--- src/rtl/param_universal_shiftreg.sv ---
// Universal shift register: hold/shift/load/rotate/arith-shift, run as N single-bit steps by a
// small IDLE/SHIFT/DONE sequencer. Define SHIFTREG_ROTATE_EN to build the rotate modes.
module param_universal_shiftreg #(
  parameter int unsigned WIDTH = 4,
  parameter int unsigned AMT_W = 3
) (
  input  logic             clk,
  input  logic             sync_reset,
  input  logic             start,
  input  logic [2:0]       mode,
  input  logic [AMT_W-1:0] amount,
  input  logic [WIDTH-1:0] in,
  input  logic             rightshift,
  input  logic             leftshift,
  output logic [WIDTH-1:0] out,
  output logic             sout,
  output logic             busy,
  output logic             done
);

  localparam logic [2:0] ModeShl  = 3'b001;
  localparam logic [2:0] ModeShr  = 3'b010;
  localparam logic [2:0] ModeLoad = 3'b011;
`ifdef SHIFTREG_ROTATE_EN
  localparam logic [2:0] ModeRol  = 3'b100;
  localparam logic [2:0] ModeRor  = 3'b101;
`endif
  localparam logic [2:0] ModeAsr  = 3'b110;

  typedef enum logic [1:0] {StIdle, StShift, StDone} state_e;

  state_e           state_q, state_d;
  logic [2:0]       mode_q, mode_d;
  logic [AMT_W-1:0] cnt_q, cnt_d;
  logic [WIDTH-1:0] out_q, out_d;
  logic             sout_q, sout_d;
  logic             step_mode;

  // Modes that run through SHIFT; everything else (incl. disabled rotates) is a hold.
  always_comb begin
    step_mode = 1'b0;
    unique case (mode)
      ModeShl, ModeShr, ModeAsr: step_mode = 1'b1;
`ifdef SHIFTREG_ROTATE_EN
      ModeRol, ModeRor:          step_mode = 1'b1;
`endif
      default:                   step_mode = 1'b0;
    endcase
  end

  always_comb begin
    state_d = state_q;
    mode_d  = mode_q;
    cnt_d   = cnt_q;
    out_d   = out_q;
    sout_d  = sout_q;
    unique case (state_q)
      StIdle: begin
        if (start) begin
          if (mode == ModeLoad) begin
            out_d   = in;
            state_d = StDone;
          end else if (step_mode && (amount != '0)) begin
            mode_d  = mode;
            cnt_d   = amount;
            state_d = StShift;
          end else begin
            state_d = StDone;
          end
        end
      end
      StShift: begin
        // Serial inputs are sampled live here, not latched at start.
        unique case (mode_q)
          ModeShl: begin
            out_d  = {out_q[WIDTH-2:0], leftshift};
            sout_d = out_q[WIDTH-1];
          end
          ModeShr: begin
            out_d  = {rightshift, out_q[WIDTH-1:1]};
            sout_d = out_q[0];
          end
`ifdef SHIFTREG_ROTATE_EN
          ModeRol: begin
            out_d  = {out_q[WIDTH-2:0], out_q[WIDTH-1]};
            sout_d = out_q[WIDTH-1];
          end
          ModeRor: begin
            out_d  = {out_q[0], out_q[WIDTH-1:1]};
            sout_d = out_q[0];
          end
`endif
          ModeAsr: begin
            out_d  = {out_q[WIDTH-1], out_q[WIDTH-1:1]};
            sout_d = out_q[0];
          end
          default: begin
            out_d  = out_q;
            sout_d = sout_q;
          end
        endcase
        cnt_d = cnt_q - AMT_W'(1);
        if (cnt_q == AMT_W'(1)) begin
          state_d = StDone;
        end
      end
      StDone: begin
        state_d = StIdle;
      end
      default: begin
        state_d = StIdle;
      end
    endcase
  end

  always_ff @(posedge clk) begin
    if (sync_reset) begin
      state_q <= StIdle;
      mode_q  <= '0;
      cnt_q   <= '0;
      out_q   <= '0;
      sout_q  <= 1'b0;
    end else begin
      state_q <= state_d;
      mode_q  <= mode_d;
      cnt_q   <= cnt_d;
      out_q   <= out_d;
      sout_q  <= sout_d;
    end
  end

  assign out  = out_q;
  assign sout = sout_q;
  assign busy = (state_q == StShift);
  assign done = (state_q == StDone);

endmodule

--- config.mk ---
export PLATFORM = sky130hd
export DESIGN_NAME = param_universal_shiftreg
export DESIGN_NICKNAME = d
export VERILOG_FILES = /design/src/rtl/param_universal_shiftreg.sv
export SDC_FILE = /design/constraint.sdc
export NUM_CORES = 1
export LEC_CHECK = 0
export CORE_MARGIN = 8
export CORE_UTILIZATION = 49
export DETAILED_ROUTE_END_ITERATION = 8
export PLACE_DENSITY = 0.91
export SKIP_CTS_REPAIR_TIMING = 1
export SLEW_MARGIN = 10
export SYNTH_ARGS = -nofsm -noshare
export SYNTH_HDL_FRONTEND = slang
export SYNTH_SLANG_ARGS = --single-unit
--- constraint.sdc ---
create_clock -name clk -period 3.5 [get_ports clk]
set_input_delay 0.7 -clock clk [delete_from_list [all_inputs] [get_ports clk]]
set_output_delay 0.7 -clock clk [all_outputs]
set_load 0.005 [all_outputs]
Figure 1. A small window of the routed layout.
The bar under the picture is 10 um long. Window x 13 to 43, y 13 to 43 um. Cells in grey, sequential cells in the stronger grey; small squares are vias.
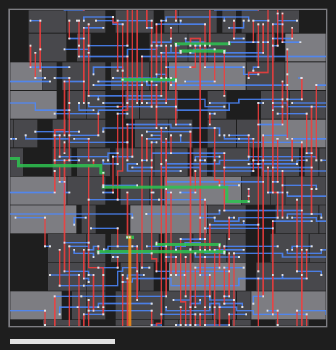
layer	colour
M1	blue
M2	red
M3	green
M4	orange
sequential cells in the window	12
cells with their middle in the window	82
most frequent	dfxtp_1 (12), nor2_1 (8)
netlist names of flops here include	`out` (4), `cnt_q` (3), `mode_q` (3)

Figure 2. Metal 1.
Supply wires on this layer in grey.
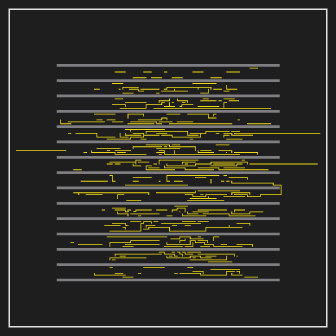
main direction	horizontal
longest straight run	20.7 um
nets with wire on the layer	117

Figure 3. Wiring by layer.
Two of the layers only.
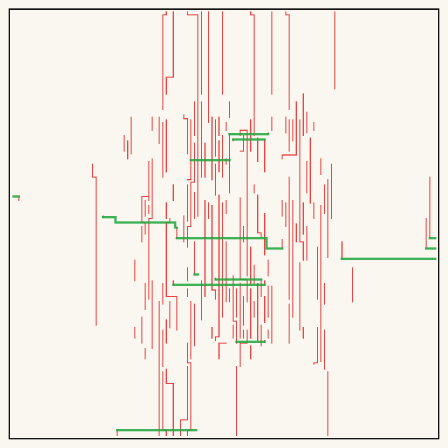
layer	colour	wire length
M2	red	914 um
M3	green	87.4 um

==> Slide: Implementation Results <==
Flow Results at a Glance

Setup path
  – Critical Path Stages: 3
  – RR Startpoint: state_q[0]
  – Worst-path maximum fanout: 14
  – R2r endpoint: out[2]
  – Critical path buffer and inverter count: 2
  – Crit-path cells: nand2b_1 -> inv_1 -> clkdlybuf4s50_1
  – Worst Path Arrival: 1.91 ns
  – Element type at the critical path start: flop
  – Top delay family on crit path: buffers and inverters
  – Crit path from: state_q[0]

STA
  – Slew margin rel.: 61.08%
  – Max-slew violations: 0
  – Final Cycle Share: around three quarters
  – Max Fclk: 383.8 MHz
  – Fin. Hold Viols: 0
  – Worst-Margin Slew: about 0.6 ns
  – Sum Neg Setup Slack: 0 ns
  – Setup violators final: 0

Place
  – Placed cell areas: roughly 1000 um^2
  – GP Congestion: 0.8225

Global routing
  – Grt met2 use: 19.18%
  – First-pass GRT wire length: roughly 3200 um
  – Gr busiest metal: met2
  – Vias in the first global route: 677
  – Largest net degree at the start of global routing: 15
  – Total gr overflow: 0
  – Gr usage total: 11.97%
  – Global routing usage on met1: 14.19%

Finish
  – Comb area: 489.2 um^2
  – Signal buf overhead: about 21%
  – Area growth syn-to-layout: 30.41%
  – Clock buffer count: 4
  – Max FFs per register: 4
  – Biggest Area Class: combinational gates
  – Top cells excl fill/tap: clkdlybuf4s50_1 (21), dfxtp_1 (13), nor2_1 (9), mux2i_1 (7), a21oi_1 (7)
  – Multi-Input Combinational: ~65
  – Most numerous logic cell after layout: clkdlybuf4s50_1
  – Nets@finish: 126
  – Non-clk invs: 5
  – Final instance count without filler cells: ~120

Die
  – Num ports: 22
  – Die width: 56.05 um
  – # Taps: 16
  – Core Density at Floorplan: 52.16%

Power and ir drop
  – Internal power: 0.2430 mW
  – Tot Pwr: 0.3331 mW
  – Top power group: registers
  – Clk pwr share: between 20% and 30%
  – Comb group: 0.0778 mW
  – Clock distribution power: 0.0914 mW

Clocking
  – Clock buffer depth: 2
  – CTS Buf Count: 3
  – Root Driver: clkbuf_4
  – CTS tree: built
  – Htree depth: 1

Run
  – Max-cap viol count: 0

Synth
  – Syn_nets: 104
  – Adder-Cell Fraction of Synth Area: roughly 3.2%
  – Post-synth regs: 13
  – Area leader share: 33.12%
  – Number of enable flip-flop cells: 0
  – Mux cell area share: 10.35%
  – Ys cells: ~87
  – Post-synthesis cell count: 87
  – Synth area leader: dfxtp_1
  – Top cells by area: dfxtp_1 (33%), mux2i_1 (8.9%), a21oi_1 (4.5%)
  – Cell area after synthesis: 785.8 um^2
  – Top cells by count, synth: dfxtp_1 (13), nor2_1 (9), a21oi_1 (7), mux2i_1 (7)

Hold path
  – Worst hold path stage count: 2
  – Hold Crit Class: reg2reg
  – Hold endpoint: out[3]

Routing
  – Via count: 717
  – Average vias per placed instance: 5.782
  – Metal3 WL: 87 um
  – Initial drt markers: 26
  – DR top layer: met4

Outcome
  – Status: finished, final reports clean
Power figures rest on the tool's default switching activity, not on a simulated workload.
